### Wiring heat map

Bar = 200 µm. 33 x 36 tiles, from black (low) to pale yellow (high), scaled to the fullest tile. Values are wire area over tile area, all layers added.
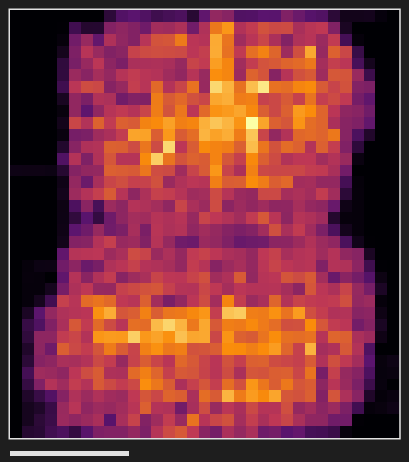
### The metal 2 layer

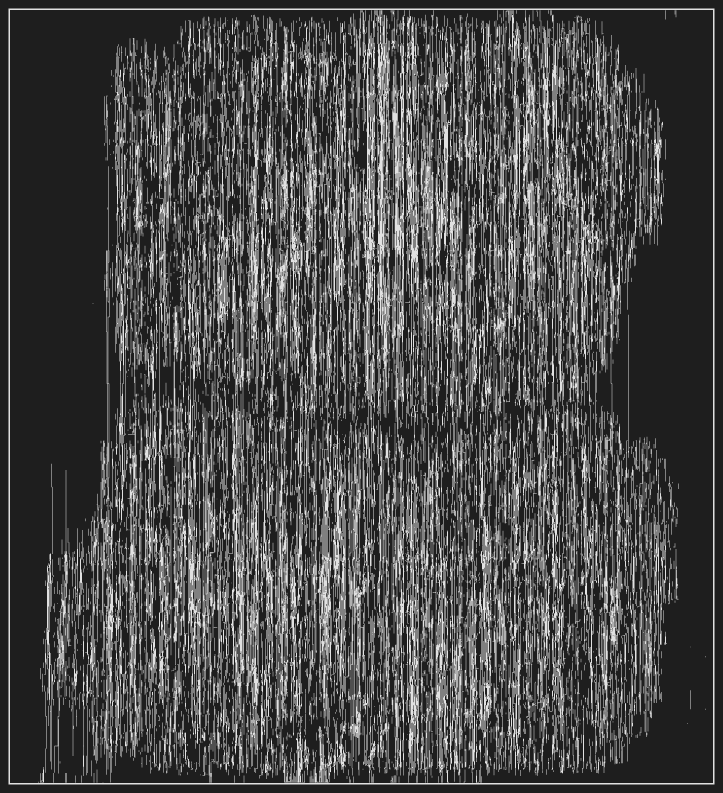
### The metal 1 layer

Bar = 200 µm.
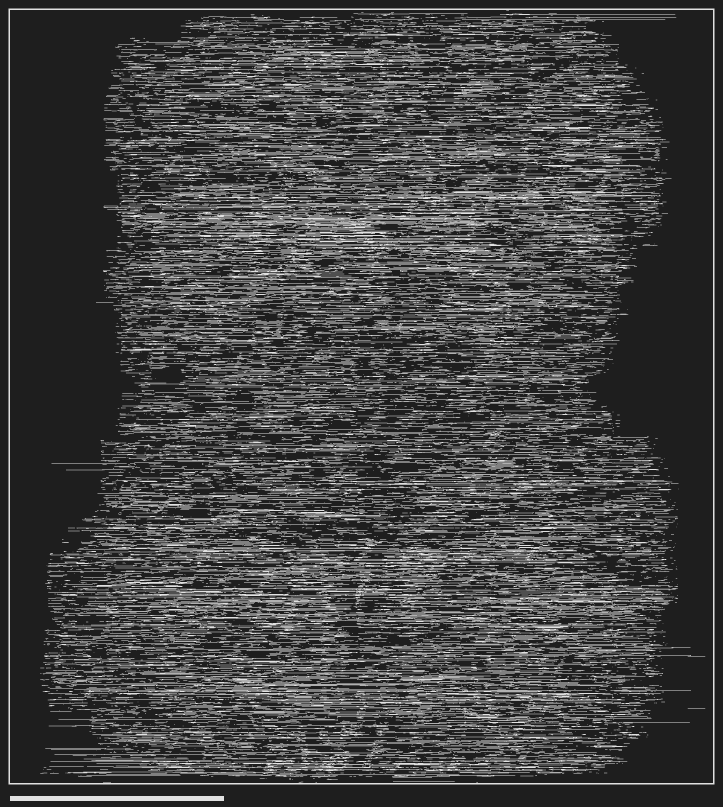
==> config.mk <==
export PLATFORM = sky130hd
export DESIGN_NAME = bsg_chip_io_ct_rx_demux
export DESIGN_NICKNAME = d
export VERILOG_FILES = /design/src/rtl/bsg_chip_io_ct_rx_demux.sv
export SDC_FILE = /design/constraint.sdc
export NUM_CORES = 2
export LEC_CHECK = 0
export CAP_MARGIN = 20
export CORE_ASPECT_RATIO = 1.1
export CORE_MARGIN = 2
export CORE_UTILIZATION = 34
export CTS_BUF_LIST = sky130_fd_sc_hd__clkbuf_4 sky130_fd_sc_hd__clkbuf_8
export DETAILED_ROUTE_END_ITERATION = 7
export HOLD_SLACK_MARGIN = 0.12
export PLACE_DENSITY_LB_ADDON = 0.12
export SKIP_LAST_GASP = 1
export SYNTH_ARGS = -nofsm -noshare
export SYNTH_HDL_FRONTEND = slang
export SYNTH_MEMORY_MAX_BITS = 65536
export SYNTH_SLANG_ARGS = --single-unit
==> constraint.sdc <==
create_clock -name clk_i -period 5.8 [get_ports clk_i]
set_input_delay 1.16 -clock clk_i [delete_from_list [all_inputs] [get_ports clk_i]]
set_output_delay 1.16 -clock clk_i [all_outputs]
set_load 0.02 [all_outputs]
==> metrics.csv <==
metric;value;unit
crit path capture type;output pin;
yosys stat chip area;159000;µm²
Clk Tree Root Cell;clkbuf_8;
Peak VDD IR;286;µV
chip area;473000;µm²
Hold Path Depth;1;
count of tool warnings;34;
pre-CTS WS;0.512;ns
Max Freq;0.175;GHz
Final Max Slew Viols;0;
synthesized cell area;159000;µm²
WL met2;234000;µm
Die Ht;721;µm
Synth Area per Inst;22.4;µm²
count of library flops with an enable pin;4096;
FP Core Util;34.1;%
Hold Path Class;input pin to flip-flop;
crit path DAT;4.56;ns
Reg clk slew, reported paths;0.06;ns
Crit path top cell by count;buf_4;
failing checks;design-rule violations;
Synth area leader;edfxtp_1;
Overall Global Routing Usage;19.9;%
clk_lat worst skew;1.25;ns
CP Launch Type;flip-flop;
worst reg-to-reg path cell count;16;
CP Data Required Time;4.64;ns
Core Util, Final;39.9;%
cells along the critical path;buf_4, bufbuf_16, mux4_2, a222oi_1, nor2_1, a211o_1, buf_4;
Pwr Total;0.0695;W
Max transition margin;13.9;%
RSZ-0062 raised after global routing;true;
crit path time final;5.72;ns
Post-Syn Instances;7094;
CTS tree;yes;
gpl congestion;0.784;
final setup skew;0.0418;ns
number of global-route vias before repair;81900;
biggest area cells;edfxtp_1 (77%), mux4_2 (13%), mux2i_1 (2.0%);
YS warnings;0;
Max H-tree Level;6;
DP HPWL;277000;µm
Port Buffers;137;
Layout area overhead;16.9;%
share of cells above drive strength 1;33.4;%
critical path class;flip-flop to output pin;
Sum Neg Setup Slack;0;ns
Synth Register Bits;4165;
Die W;656;µm
DR vias/cell;5.33;
wire length on met3;25800;µm
status;finished, violations left;
initial antenna violation count;36;
Hold WS;0.268;ns
Fin. Hold Viols;0;
FF-to-FF setup slack;1.89;ns
Sink Count;4165;
Max-cap violations;0;
Commonest flop;edfxtp_1;
Area leader share;77.4;%
Fillers;41600;
Clock Tree Buf Depth;4;
CP max stage delay;0.80;ns
final tally of setup violations;0;
Pre-antenna DRT Iters;8;
Seq/Total Area, Yosys;78.3;%
Pleak;56.2;nW
Residual DRC;3;
highest metal used;met5;
Rows;263;
period utilisation layout;98.6;%
critical-path maximum fanout;35;
CTS buffer count;681;
drt initial violations;8511;
Netlist cell types;64;
Hold Buf Count CTS;0;
Largest register FFs;4096;
About 'Wiring heat map':
tiles over half the peak = 36%
fullest tile = 0.40
nearly empty tiles = 16%
mean over tiles = 0.16
routed via count: 78900
routed len/inst: 32.3 µm

About 'The metal 2 layer':
share of all routed wire = 49%
longest straight run = 218 µm
nets with wire on the layer = 7341
main direction = vertical
routing usage on met2: 33.1%
WL final: 479000 µm

About 'The metal 1 layer':
longest straight run = 190 µm
nets with wire on the layer = 7916
share of all routed wire = 43%
wire length on this layer = 208 mm
main direction = horizontal
met1 usage: 27.7%

per-stage QoR:
step	instances	cell area, µm²
6_report	14800	186000
5_1_grt	14800	186000
4_1_cts	14800	186000
3_5_place_dp	13500	171000
3_3_place_gp	13500	171000
2_1_floorplan	7094	159000
power breakdown:
group,switching (W),internal [W]
combinational,0.00618,0.00509
clock,0.0118,0.0132
sequential,0.0000828,0.0331
cells in the final DEF (no fill, tap or decap), types with 44 or more instances in the layout:
| master | Yosys | final |
|---|---|---|
| clkdlybuf4s50_1 | 0 | 64 |
| clkbuf_8 | 0 | 700 |
| clkinv_1 | 0 | 177 |
| nor2_1 | 197 | 68 |
| clkbuf_4 | 0 | 238 |
| o221ai_1 | 46 | 44 |
| nand2_1 | 99 | 99 |
| mux2_2 | 82 | 82 |
| buf_6 | 13 | 44 |
| mux4_2 | 935 | 935 |
| buf_4 | 52 | 435 |
| clkinv_2 | 0 | 49 |
| mux2i_1 | 311 | 307 |
| a21oi_1 | 82 | 80 |
| edfxtp_1 | 4096 | 4096 |
| nor2_4 | 0 | 128 |
| o22ai_1 | 209 | 207 |
| dfxtp_1 | 69 | 59 |
| buf_12 | 0 | 66 |
area by class of cell:
cell class	instances	area, µm²	area share, %
Sequential cell	4165	124000	67.0
Multi-Input combinational cell	2503	33700	18.2
Clock buffer	938	11400	6.15
Tap cell	6227	7790	4.19
Timing Repair Buffer	648	6680	3.59
Clock inverter	280	1610	0.867
Inverter	24	90.1	0.0485
Antenna cell	16	40.0	0.0216
critical path: cells and delay by family (launching register included):
family / cells / cell delay [ns]
muxes: 1 / 0.55
DFF: 1 / 0.47
AOI/OAI and AO/OA: 2 / 1.17
buffers and inverters: 3 / 0.86
and+or+nand+nor: 1 / 0.17
cells by family (layout without fill, tap and decap cells):
kind of cell	count (synthesis)	in the layout	synth area share, %
flops	4165	4165	78.3
mux	1328	1328	15.8
compound gates	601	601	2.63
simple gates	509	509	1.54
buf+inv	426	1890	1.32
xor+xnor	37	37	0.204
fa+ha+maj	28	28	0.230
other cells	0	16	0
layer usage:
layer | GRT usage, % | vias up
met3 | 2.88 | 602
met1 | 27.7 | 43700
met2 | 33.1 | 2412
met5 | 0 | -
li1 | - | 32200
met4 | 4.69 | 2
synthesized netlist by cell type (all sizes together) (14+ instances only):
master     n
a22oi     27
a221oi    46
nor2     197
ha        26
nor2b     16
mux2i    311
or4       25
mux4     935
xor2      23
o221ai    46
a211oi    37
a21oi     83
buf      260
edfxtp  4096
dfxtp     69
inv       24
nand2b    31
mux2      82
a211o     20
nor3      56
o21ai     46
o22ai    209
nand3b    17
nand2     99
xnor2     14
nand3     23
clkbuf   142
what timing repair did:
item	in CTS	in global routing
gates cloned	10	1
setup buffers	36	0
gates resized	124	8
endpoints found under the setup margin	64	8
pin swaps	8	0
Power figures rest on the tool's default switching activity, not on a simulated workload.
